## src/rtl/axi2apb_ctrl.sv

```systemverilog
// axi2apb_ctrl: AXI-Lite to APB transaction controller with read/write round-robin,
// decode-error bypass and APB wait-state timeout.
module axi2apb_ctrl #(
    parameter int APB_ADDR_WIDTH = 16,
    parameter int DATA_WIDTH     = 32,
    parameter int TIMEOUT        = 16
) (
    input  logic                      ACLK,
    input  logic                      ARESETn,
    input  logic [31:0]               AWADDR,
    input  logic                      AWVALID,
    output logic                      AWREADY,
    input  logic [DATA_WIDTH-1:0]     WDATA,
    input  logic                      WVALID,
    output logic                      WREADY,
    output logic [1:0]                BRESP,
    output logic                      BVALID,
    input  logic                      BREADY,
    input  logic [31:0]               ARADDR,
    input  logic                      ARVALID,
    output logic                      ARREADY,
    output logic [DATA_WIDTH-1:0]     RDATA,
    output logic [1:0]                RRESP,
    output logic                      RVALID,
    input  logic                      RREADY,
    input  logic                      SLVERR_sign,
    output logic                      x_valid,
    output logic [APB_ADDR_WIDTH-1:0] PADDR,
    output logic [DATA_WIDTH-1:0]     PWDATA,
    output logic                      PWRITE,
    output logic                      PSEL,
    output logic                      PENABLE,
    input  logic [DATA_WIDTH-1:0]     PRDATA,
    input  logic                      PREADY,
    input  logic                      PSLVERR
);
    typedef enum logic [1:0] {IDLE, SETUP, ACCESS, RESP} state_t;
    localparam logic [7:0] TO = 8'(TIMEOUT);

    state_t                    r_state, w_next;
    logic                      r_prefer_rd, r_pwrite;
    logic [APB_ADDR_WIDTH-1:0] r_paddr;
    logic [DATA_WIDTH-1:0]     r_pwdata, r_rdata;
    logic [1:0]                r_resp;
    logic [7:0]                r_cnt, w_cnt_inc;
    logic                      w_idle, w_wr_cand, w_grant_rd, w_grant_wr, w_accept, w_done, w_timeout;
    logic                      w_unused;

    assign w_unused   = ^{AWADDR[31:APB_ADDR_WIDTH], ARADDR[31:APB_ADDR_WIDTH]};
    // Readies are gated by reset so every output is 0 while ARESETn is low.
    assign w_idle     = (r_state == IDLE) && ARESETn;
    assign w_wr_cand  = AWVALID && WVALID;
    assign w_grant_rd = w_idle && ARVALID && (!w_wr_cand || r_prefer_rd);
    assign w_grant_wr = w_idle && w_wr_cand && (!ARVALID || !r_prefer_rd);
    assign w_accept   = w_grant_rd || w_grant_wr;
    assign w_done     = (r_state == RESP) && (r_pwrite ? BREADY : RREADY);
    assign w_cnt_inc  = (r_cnt == 8'hFF) ? r_cnt : r_cnt + 8'd1;
    assign w_timeout  = w_cnt_inc >= TO;

    assign PADDR  = r_paddr;
    assign PWDATA = r_pwdata;
    assign PWRITE = r_pwrite;
    assign RDATA  = r_rdata;
    assign RRESP  = r_resp;
    assign BRESP  = r_resp;

    always_ff @(posedge ACLK or negedge ARESETn) begin
        if (!ARESETn) r_state <= IDLE;
        else          r_state <= w_next;
    end

    always_comb begin
        w_next  = r_state;
        ARREADY = w_grant_rd;
        AWREADY = w_grant_wr;
        WREADY  = w_grant_wr;
        PSEL    = 1'b0;
        PENABLE = 1'b0;
        RVALID  = 1'b0;
        BVALID  = 1'b0;
        x_valid = w_done;
        case (r_state)
            IDLE:    if (w_accept) w_next = SLVERR_sign ? RESP : SETUP;
            SETUP: begin
                PSEL   = 1'b1;
                w_next = ACCESS;
            end
            ACCESS: begin
                PSEL    = 1'b1;
                PENABLE = 1'b1;
                if (PREADY || w_timeout) w_next = RESP;
            end
            RESP: begin
                RVALID = !r_pwrite;
                BVALID = r_pwrite;
                if (w_done) w_next = IDLE;
            end
            default: w_next = IDLE;
        endcase
    end

    always_ff @(posedge ACLK or negedge ARESETn) begin
        if (!ARESETn) begin
            r_prefer_rd <= 1'b1;
            r_pwrite    <= 1'b0;
            r_paddr     <= '0;
            r_pwdata    <= '0;
            r_rdata     <= '0;
            r_resp      <= 2'b00;
            r_cnt       <= 8'd0;
        end else begin
            if (w_accept) begin
                r_pwrite <= w_grant_wr;
                r_paddr  <= w_grant_wr ? AWADDR[APB_ADDR_WIDTH-1:0] : ARADDR[APB_ADDR_WIDTH-1:0];
                if (w_grant_wr) r_pwdata <= WDATA;
                r_resp   <= SLVERR_sign ? 2'b10 : 2'b00;
                r_rdata  <= '0;
            end
            if (r_state == SETUP) r_cnt <= 8'd0;
            // PREADY takes priority over a coincident terminal count.
            if (r_state == ACCESS) begin
                if (PREADY) begin
                    r_resp  <= PSLVERR ? 2'b10 : 2'b00;
                    r_rdata <= r_pwrite ? '0 : PRDATA;
                end else begin
                    r_cnt <= w_cnt_inc;
                    if (w_timeout) begin
                        r_resp  <= 2'b10;
                        r_rdata <= '0;
                    end
                end
            end
            if (w_done) r_prefer_rd <= r_pwrite;
        end
    end
endmodule

```

## config.mk

```make
export PLATFORM = sky130hd
export DESIGN_NAME = axi2apb_ctrl
export DESIGN_NICKNAME = d
export VERILOG_FILES = /design/src/rtl/axi2apb_ctrl.sv
export SDC_FILE = /design/constraint.sdc
export NUM_CORES = 1
export LEC_CHECK = 0
export ABC_AREA = 1
export ABC_CLOCK_PERIOD_IN_PS = 2500
export CAP_MARGIN = 10
export CORE_MARGIN = 5
export CORE_UTILIZATION = 39
export DETAILED_ROUTE_END_ITERATION = 10
export PLACE_DENSITY_LB_ADDON = 0.1
export SETUP_SLACK_MARGIN = 0.05
export SLEW_MARGIN = 30
export SYNTH_ARGS = -nofsm -noshare
export SYNTH_HDL_FRONTEND = slang
export SYNTH_SLANG_ARGS = --single-unit
```

## constraint.sdc

```tcl
create_clock -name ACLK -period 2.5 [get_ports ACLK]
set_input_delay 0.5 -clock ACLK [delete_from_list [all_inputs] [get_ports ACLK]]
set_output_delay 0.5 -clock ACLK [all_outputs]
set_load 0.01 [all_outputs]
```

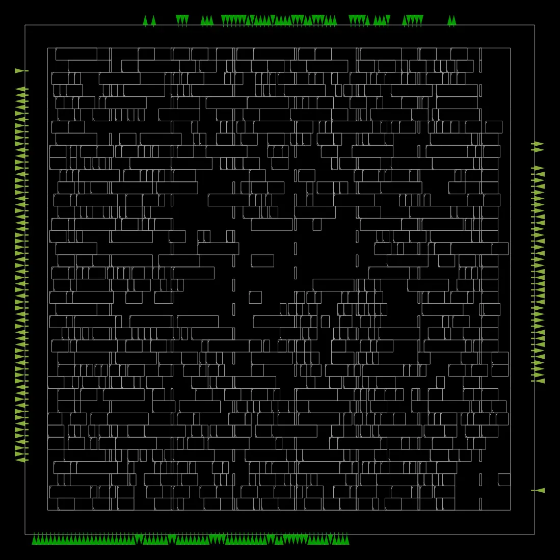
*Placement view*
Flops: 94
fin util: 61.39%

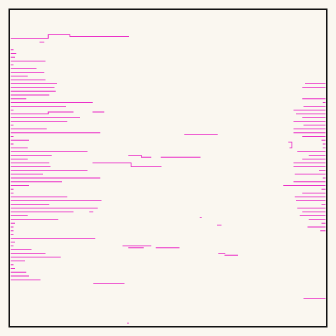
*The metal 3 layer*
The layer holds 9.5% of the routed length. 110 nets have wire on it. The longest straight run is 32.4 microns. The layer carries 1,150 microns of wire. The wires run mostly horizontal.

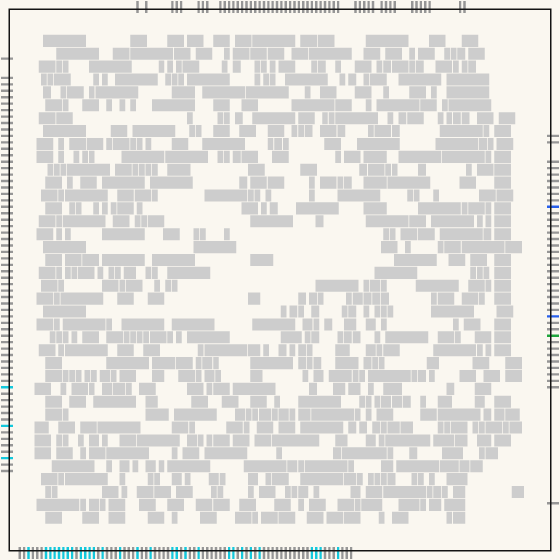
*Pin placement*
Pins as bars across the die edge, other pins in gray.
Key: green = `PSLVERR` [pins 1, direction input, edge east]; blue = `RRESP` [pins 2, direction output, edge east]; cyan = `ARADDR` [pins 32, direction input, edge 29 south, 3 west]
All pins by edge: 77 south, 63 west, 52 north, 39 east.

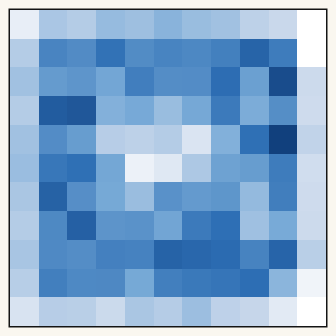
*Placement density heat map*
11 x 11 tiles, from white (low) to dark blue (high), 0 to 100% covered.
The mean over all tiles is 49%. 9.9% of the tiles are over 75% full. The fullest tile reaches 94%. 2.5% of the tiles are nearly empty.

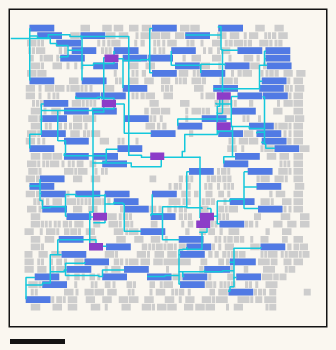
*Clock distribution*
The bar under the picture is 20 microns long.
Key: purple = clock drivers [count 9]; blue = flip-flops [count 94]; cyan = clock wires [length 1,160 microns]
There are 10 routed clock nets.

==> flow_summary.json <==
{
  "start_kind": "flip-flop",
  "slew-limit-headroom_pct": 65.25,
  "syn_avg_cell_area_sq_um": 8.479,
  "fp.coreArea_sq_um": 10700,
  "reg2reg_slack_ps": 510,
  "period_minus_slack_ps": 2276,
  "synth-edff-count": 0,
  "via_per_inst": 4.682,
  "logic_area_sq_um": 1633,
  "outcome": "finished clean",
  "top_cells_by_count": "nand2_1, dfrtp_1, nand3_1",
  "design_area_sq_um": 6568,
  "rsz0062_at_grt": "no",
  "crit_start": "r_state[0]$_DFFE_PN0P_",
  "worstMarginPinSlew_ps": 521.2,
  "p_clk_uw": 910,
  "initCoreUtil_pct": 39.39,
  "top_cell": "nand2_1",
  "cts-root-buf": "clkbuf_8",
  "cts_buffers": 9,
  "critPathMaxStageDelay_ps": 420,
  "die_w_microns": 114.0,
  "arrival_ps": 1780,
  "first_global_vias": 3887,
  "async_reset_ff_share_pct": 100.0,
  "crit_type": "flip-flop to primary output",
  "clkPwrFrac_pct": 13.6,
  "pwr-share-comb_pct": 48.3,
  "min_period_over_period_pct": 91.03,
  "num_rows": 38,
  "dominant-cell-class": "registers",
  "layout.cells.most_common": "nand2_1",
  "path_max_fanout": 4,
  "final.setup_skew_ps": 5.104,
  "fillCellCount": 939,
  "reg2reg_depth": 10,
  "sh_seq_area_pct": 35.85,
  "use_met2_pct": 30.29,
  "topCombFamilyByArea": "simple AND/OR/NAND/NOR gates",
  "post_cts_buffers": 2,
  "clk_path_buf_depth": 2,
  "max_freq_mhz": 439.4,
  "crit_end": "AWREADY",
  "ys_sh_aoi_pct": 5.374,
  "synth_nets": 641,
  "cp.depth": 8,
  "maxPowerGroup": "combinational cells",
  "hpwl_mm": 8.931,
  "pg_seq_uw": 2540,
  "cp_data_required_time_ps": 2000
}
Power is estimated from default activity; no workload was simulated.
